`config.mk`:
```
export PLATFORM = sky130hd
export DESIGN_NAME = tdm_demux4
export DESIGN_NICKNAME = d
export VERILOG_FILES = /design/src/rtl/tdm_demux4.sv
export SDC_FILE = /design/constraint.sdc
export NUM_CORES = 1
export LEC_CHECK = 0
export ABC_AREA = 1
export CAP_MARGIN = 0
export CELL_PAD_IN_SITES_DETAIL_PLACEMENT = 1
export CELL_PAD_IN_SITES_GLOBAL_PLACEMENT = 2
export CORE_ASPECT_RATIO = 1.4
export CORE_MARGIN = 3
export CORE_UTILIZATION = 22
export DETAILED_ROUTE_END_ITERATION = 10
export HOLD_SLACK_MARGIN = 0.03
export PLACE_DENSITY_LB_ADDON = 0.1
export SETUP_SLACK_MARGIN = 0.4
export SYNTH_ARGS = -nofsm -noshare
export SYNTH_HDL_FRONTEND = slang
export SYNTH_SLANG_ARGS = --single-unit
```
`constraint.sdc`:
```
create_clock -name clk -period 1.1 [get_ports clk]
set_input_delay 0.22 -clock clk [delete_from_list [all_inputs] [get_ports clk]]
set_output_delay 0.22 -clock clk [all_outputs]
set_load 0.05 [all_outputs]
```
`src/rtl/tdm_demux4.sv`:
```
// Receive side of a 4-slot TDM link: tracks slot position from the sync marker,
// de-interleaves slots into four channel registers and publishes whole frames atomically.
module tdm_demux4 #(
    parameter int DW = 1
) (
    input  logic          clk,
    input  logic          rst,
    input  logic          en_n,
    input  logic          sync,
    input  logic [DW-1:0] din,
    output logic [DW-1:0] q0,
    output logic [DW-1:0] q1,
    output logic [DW-1:0] q2,
    output logic [DW-1:0] q3,
    output logic          frame_valid,
    output logic          sync_err,
    output logic          locked,
    output logic [1:0]    slot
);

    typedef enum logic {HUNT, RUN} state_t;

    state_t        state, state_nx;
    logic [1:0]    slot_nx;
    logic [DW-1:0] sh0, sh1, sh2;
    logic [DW-1:0] sh0_nx, sh1_nx, sh2_nx;
    logic          load_q, fv_nx, err_nx;

    always_ff @(posedge clk) begin
        if (rst) begin
            state       <= HUNT;
            slot        <= 2'd0;
            sh0         <= '0;
            sh1         <= '0;
            sh2         <= '0;
            q0          <= '0;
            q1          <= '0;
            q2          <= '0;
            q3          <= '0;
            frame_valid <= 1'b0;
            sync_err    <= 1'b0;
        end else begin
            state       <= state_nx;
            slot        <= slot_nx;
            sh0         <= sh0_nx;
            sh1         <= sh1_nx;
            sh2         <= sh2_nx;
            frame_valid <= fv_nx;
            sync_err    <= err_nx;
            // slot-3 data goes straight to q3 so all four channels change on one edge
            if (load_q) begin
                q0 <= sh0;
                q1 <= sh1;
                q2 <= sh2;
                q3 <= din;
            end
        end
    end

    always_comb begin
        state_nx = state;
        slot_nx  = slot;
        sh0_nx   = sh0;
        sh1_nx   = sh1;
        sh2_nx   = sh2;
        load_q   = 1'b0;
        fv_nx    = 1'b0;
        err_nx   = 1'b0;
        if (en_n) begin
            state_nx = HUNT;
            slot_nx  = 2'd0;
            sh0_nx   = '0;
            sh1_nx   = '0;
            sh2_nx   = '0;
        end else begin
            case (state)
                HUNT: begin
                    if (sync) begin
                        sh0_nx   = din;
                        slot_nx  = 2'd1;
                        state_nx = RUN;
                    end
                end
                RUN: begin
                    if (sync) begin
                        // sync anywhere but slot 0 re-aligns on this cycle's data
                        err_nx  = (slot != 2'd0);
                        sh0_nx  = din;
                        slot_nx = 2'd1;
                    end else begin
                        case (slot)
                            2'd0: begin
                                err_nx   = 1'b1;
                                state_nx = HUNT;
                                slot_nx  = 2'd0;
                            end
                            2'd1: begin
                                sh1_nx  = din;
                                slot_nx = 2'd2;
                            end
                            2'd2: begin
                                sh2_nx  = din;
                                slot_nx = 2'd3;
                            end
                            default: begin
                                load_q  = 1'b1;
                                fv_nx   = 1'b1;
                                slot_nx = 2'd0;
                            end
                        endcase
                    end
                end
                default: begin
                    state_nx = HUNT;
                    slot_nx  = 2'd0;
                end
            endcase
        end
    end

    assign locked = (state == RUN);

endmodule
```
==> results.json, run 1 <==
{
  "run_status": "finished clean",
  "aoi_share_pct": 7.93,
  "p_seq_mw": 0.448,
  "power_switching_mw": 0.231,
  "path_clk_slew_ns": 0.08,
  "capturing_point_of_the_worst_reg2reg_path": "q2",
  "die_area_mm2": 0.00308,
  "synthToLayoutAreaGrowth_pct": 85.3,
  "headroom_to_the_max_slew_limit_pct": 84.4,
  "pwr-share-comb_pct": 15.9,
  "post_cts_buffers": 2,
  "inverters_excl_clock": 12,
  "place.port_buffers": 13,
  "clkSinkCount": 12,
  "synthesis.area_per_instance_um2": 7.67,
  "grt_pass1_wl_um": 2470,
  "start_kind": "flop",
  "global_route.usage.met3_pct": 2.78,
  "max_clock_freq_mhz": 956,
  "crit_required_ns": 0.88,
  "finalNetCount": 107,
  "grt-ovfl-total": 0,
  "area_dominant_class": "logic gates",
  "final_period_minus_worst_setup_slack_ns": 1.05,
  "asyncSetResetFlopFracSynth_pct": 0,
  "number_of_pins_exceeding_their_max_slew_limit_in_the_final_report": 0,
  "report.final.setup_viol": 0,
  "timing.critical_path.cells": "buf_12",
  "irDropWorstVdd_uv": 484,
  "count_of_instances_resized_after_the_clock_tree_is_built": 20,
  "power_leakage_nw": 0.380,
  "tap-cell-count": 22,
  "grt_util_all_layers_pct": 11.6,
  "first_pass_iters": 4,
  "mappedNetlistArea_um2": 537,
  "finalCritPeriodShare_pct": 95.1,
  "post-route-drc-count": 0,
  "worst-slew-pin-transition_ns": 0.234,
  "final.fill_count": 259,
  "r2r_setup_slack_ns": 0.05,
  "wl_per_cell_um": 12.1,
  "critical-path-max-stage-delay_ns": 0.41,
  "yosysWarnings": 0,
  "comb_power_mw": 0.139,
  "placed_area_um2": 900,
  "global_route.usage.met2_pct": 21.0,
  "post-place-ws_ns": -0.279,
  "seqPwrFrac_pct": 51.2,
  "cell_type_count": 13,
  "tritoncts": "built"
}
run 1: stage by stage:
step                      util (%)  cells  TNS, ns  hold WS [ns]  power, mW
final                         44.2    118        0         0.222      0.874
after global routing          44.2    118   -0.103         0.209      0.937
after CTS                     43.9    117        0         0.353      0.899
after detailed placement      39.9    111    -2.76         0.466      0.580
after global placement        39.9    111    -2.66         0.461      0.581
after floorplan                  -     70        0         0.290      0.509
run 1: how the worst max path moves through the flow:
stage	startpoint	to	slack, ns	depth (start not counted)
after floorplan	slot[0]	sync_err	0.04	4
after global placement	sync	q3	-0.28	6
after detailed placement	sync	q2	-0.28	6
after CTS	slot[1]	slot[1]	0.03	1
after global routing	slot[1]	q2	-0.04	6
final	locked	locked	0.05	1
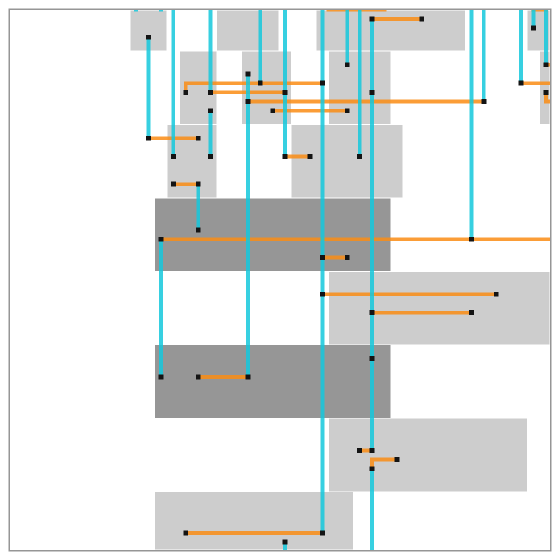
(run_1/detail.png)
Region (2, 6) to (22, 26) um. Cells in grey, sequential cells in the stronger grey; small squares are vias.
[orange] metal 1
[cyan] metal 2
netlist names of flops here include: `slot` (2)
sequential cells in the window: 2
cells with their middle in the window: 13

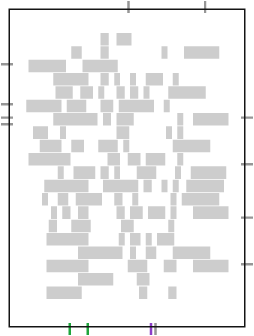
(run_1/io_placement.png)
Pins as bars across the die edge, other pins in grey.
[green] `slot` | pins: 2 | direction: output | edge: bottom
[purple] `en_n` | pins: 1 | direction: input | edge: bottom
all pins by edge: 4 left, 4 bottom, 4 right, 2 top

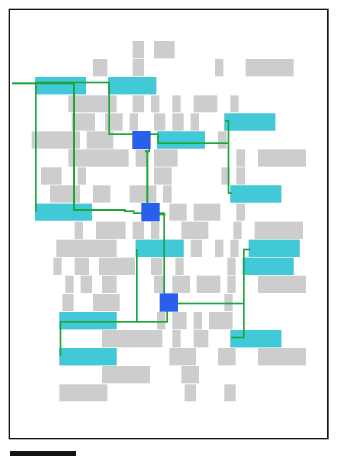
(run_1/clk_routes.png)
Bar = 10 um.
[cyan] flip-flops | count: 12
[blue] clock drivers | count: 3
[green] clock wires | length: 200 um
routed clock nets: 4
Clk network pwr share: 32.8%
insertion delay to the later sink of the worst-skew pair: 0.27 ns
setup clock skew after layout: 0.00129 ns
Clk. pwr: 0.287 mW

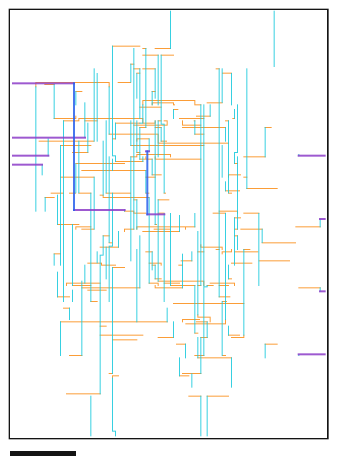
(run_1/wires.png)
Bar = 10 um.
[cyan] metal 2 | wire length: 884 um
[purple] metal 3 | wire length: 49.2 um
[orange] metal 1 | wire length: 467 um
[blue] metal 4 | wire length: 28.6 um

## Run 2: what changed since run 1
--- a/config.mk
+++ b/config.mk
@@ -6,6 +6,7 @@
 export NUM_CORES = 1
 export LEC_CHECK = 0
 export ABC_AREA = 1
+export ABC_CLOCK_PERIOD_IN_PS = 1100
 export CAP_MARGIN = 0
 export CELL_PAD_IN_SITES_DETAIL_PLACEMENT = 1
 export CELL_PAD_IN_SITES_GLOBAL_PLACEMENT = 2
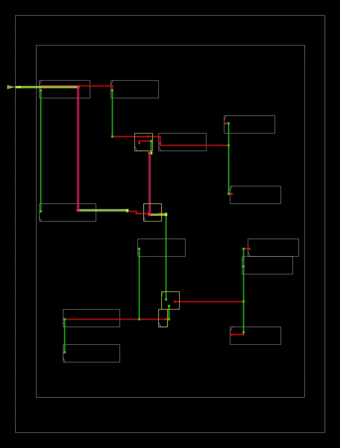
(run_2/clocks.png)
number of sinks driven by the clock tree: 12
tally of clock buffers in the finished layout: 4
Flops: 12

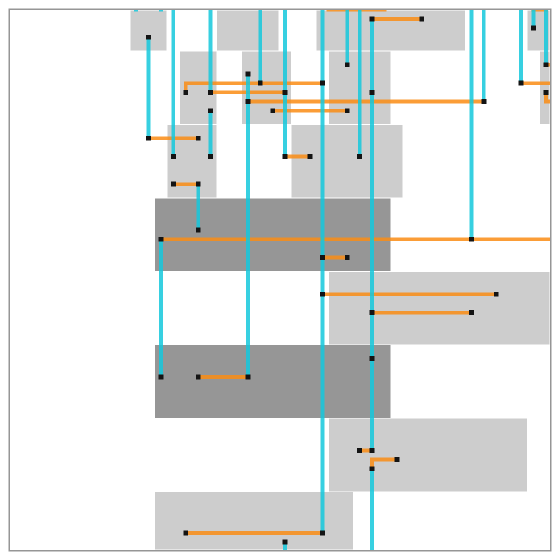
(run_2/detail.png)
Region (2, 6) to (22, 26) um. Cells in grey, sequential cells in the stronger grey; small squares are vias.

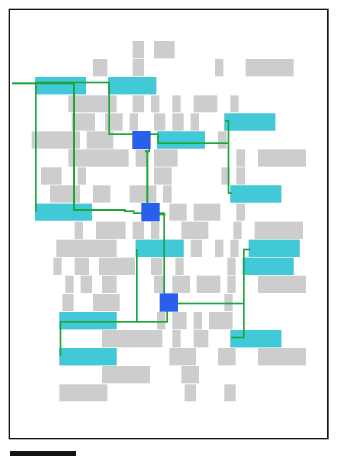
(run_2/clk_routes.png)
Bar = 10 um.
[cyan] flip-flops | count: 12
[blue] clock drivers | count: 3
[green] clock wires | length: 200 um
routed clock nets: 4

==> run 2 against run 1 <==
Against the previous run:
- design area unchanged
- critical endpoint unchanged
- cell count stayed put
- maximum frequency did not move
- wire length stayed put
- sequential share of layout area did not move
- count of clock-buffer cells in the layout unchanged
- first-iteration DRC count unchanged
- power stayed put
- critical path depth stayed put
- core utilization unchanged
- highest routed layer unchanged
==> results.json, run 2 <==
{
  "run_status": "finished clean",
  "power_leakage_nw": 0.380,
  "count_of_instances_resized_after_the_clock_tree_is_built": 20,
  "start_kind": "flop",
  "final_period_minus_worst_setup_slack_ns": 1.05,
  "post-place-ws_ns": -0.279,
  "final.fill_count": 259,
  "total_power_mw": 0.874,
  "power_switching_mw": 0.231,
  "capturing_point_of_the_worst_reg2reg_path": "q2",
  "crit_required_ns": 0.88,
  "max_clock_freq_mhz": 956,
  "wl_per_cell_um": 12.1,
  "placed_cells_incl_taps": 111,
  "number_of_pins_exceeding_their_max_slew_limit_in_the_final_report": 0,
  "tritoncts": "built",
  "first_pass_iters": 4,
  "finalNonFillerCells": 118,
  "headroom_to_the_max_slew_limit_pct": 84.4,
  "worst-slew-pin-transition_ns": 0.234,
  "hold_ws_ns": 0.222,
  "cell_type_count": 13,
  "aoi_share_pct": 7.93,
  "mappedNetlistArea_um2": 537,
  "grt_pass1_wl_um": 2470,
  "path_clk_slew_ns": 0.08,
  "finalSetupTns_ns": 0,
  "critical-path-max-stage-delay_ns": 0.41,
  "p_seq_mw": 0.448,
  "comb_power_mw": 0.139,
  "synthesis.area_per_instance_um2": 7.67,
  "asyncSetResetFlopFracSynth_pct": 0,
  "global_route.usage.met2_pct": 21.0,
  "timing.critical_path.cells": "buf_12",
  "finish.utilization_pct": 44.2,
  "finalCritPeriodShare_pct": 95.1,
  "placed_area_um2": 900,
  "pwr-share-comb_pct": 15.9,
  "clkPwrFrac_pct": 32.8,
  "yosysWarnings": 0,
  "clk_pwr_mw": 0.287,
  "synthToLayoutAreaGrowth_pct": 85.3,
  "die_area_mm2": 0.00308,
  "irDropWorstVdd_uv": 484
}
==> run 2: cell counts in the layout (fill, tap and decap cells not counted) <==
No cell type changed its count.
==> run 2: how the worst max path moves through the flow <==
stage                 start        to  slack (ns)  cells after the start
CTS                 slot[1]   slot[1]        0.03                      1
global route        slot[1]        q2       -0.04                      6
global placement       sync        q3       -0.28                      6
detailed placement     sync        q2       -0.28                      6
finish               locked    locked        0.05                      1
floorplan           slot[0]  sync_err        0.04                      4
==> run 2: final cells by class <==
cell class | instances | area (um2) | area share, %
inverter | 12 | 52.6 | 5.28
clock buffer | 4 | 26.3 | 2.64
tap | 22 | 27.5 | 2.77
timing repair buffer | 22 | 283 | 28.4
multi-input combinational | 46 | 347 | 34.8
sequential | 12 | 259 | 26.0
Power figures rest on the tool's default switching activity, not on a simulated workload.
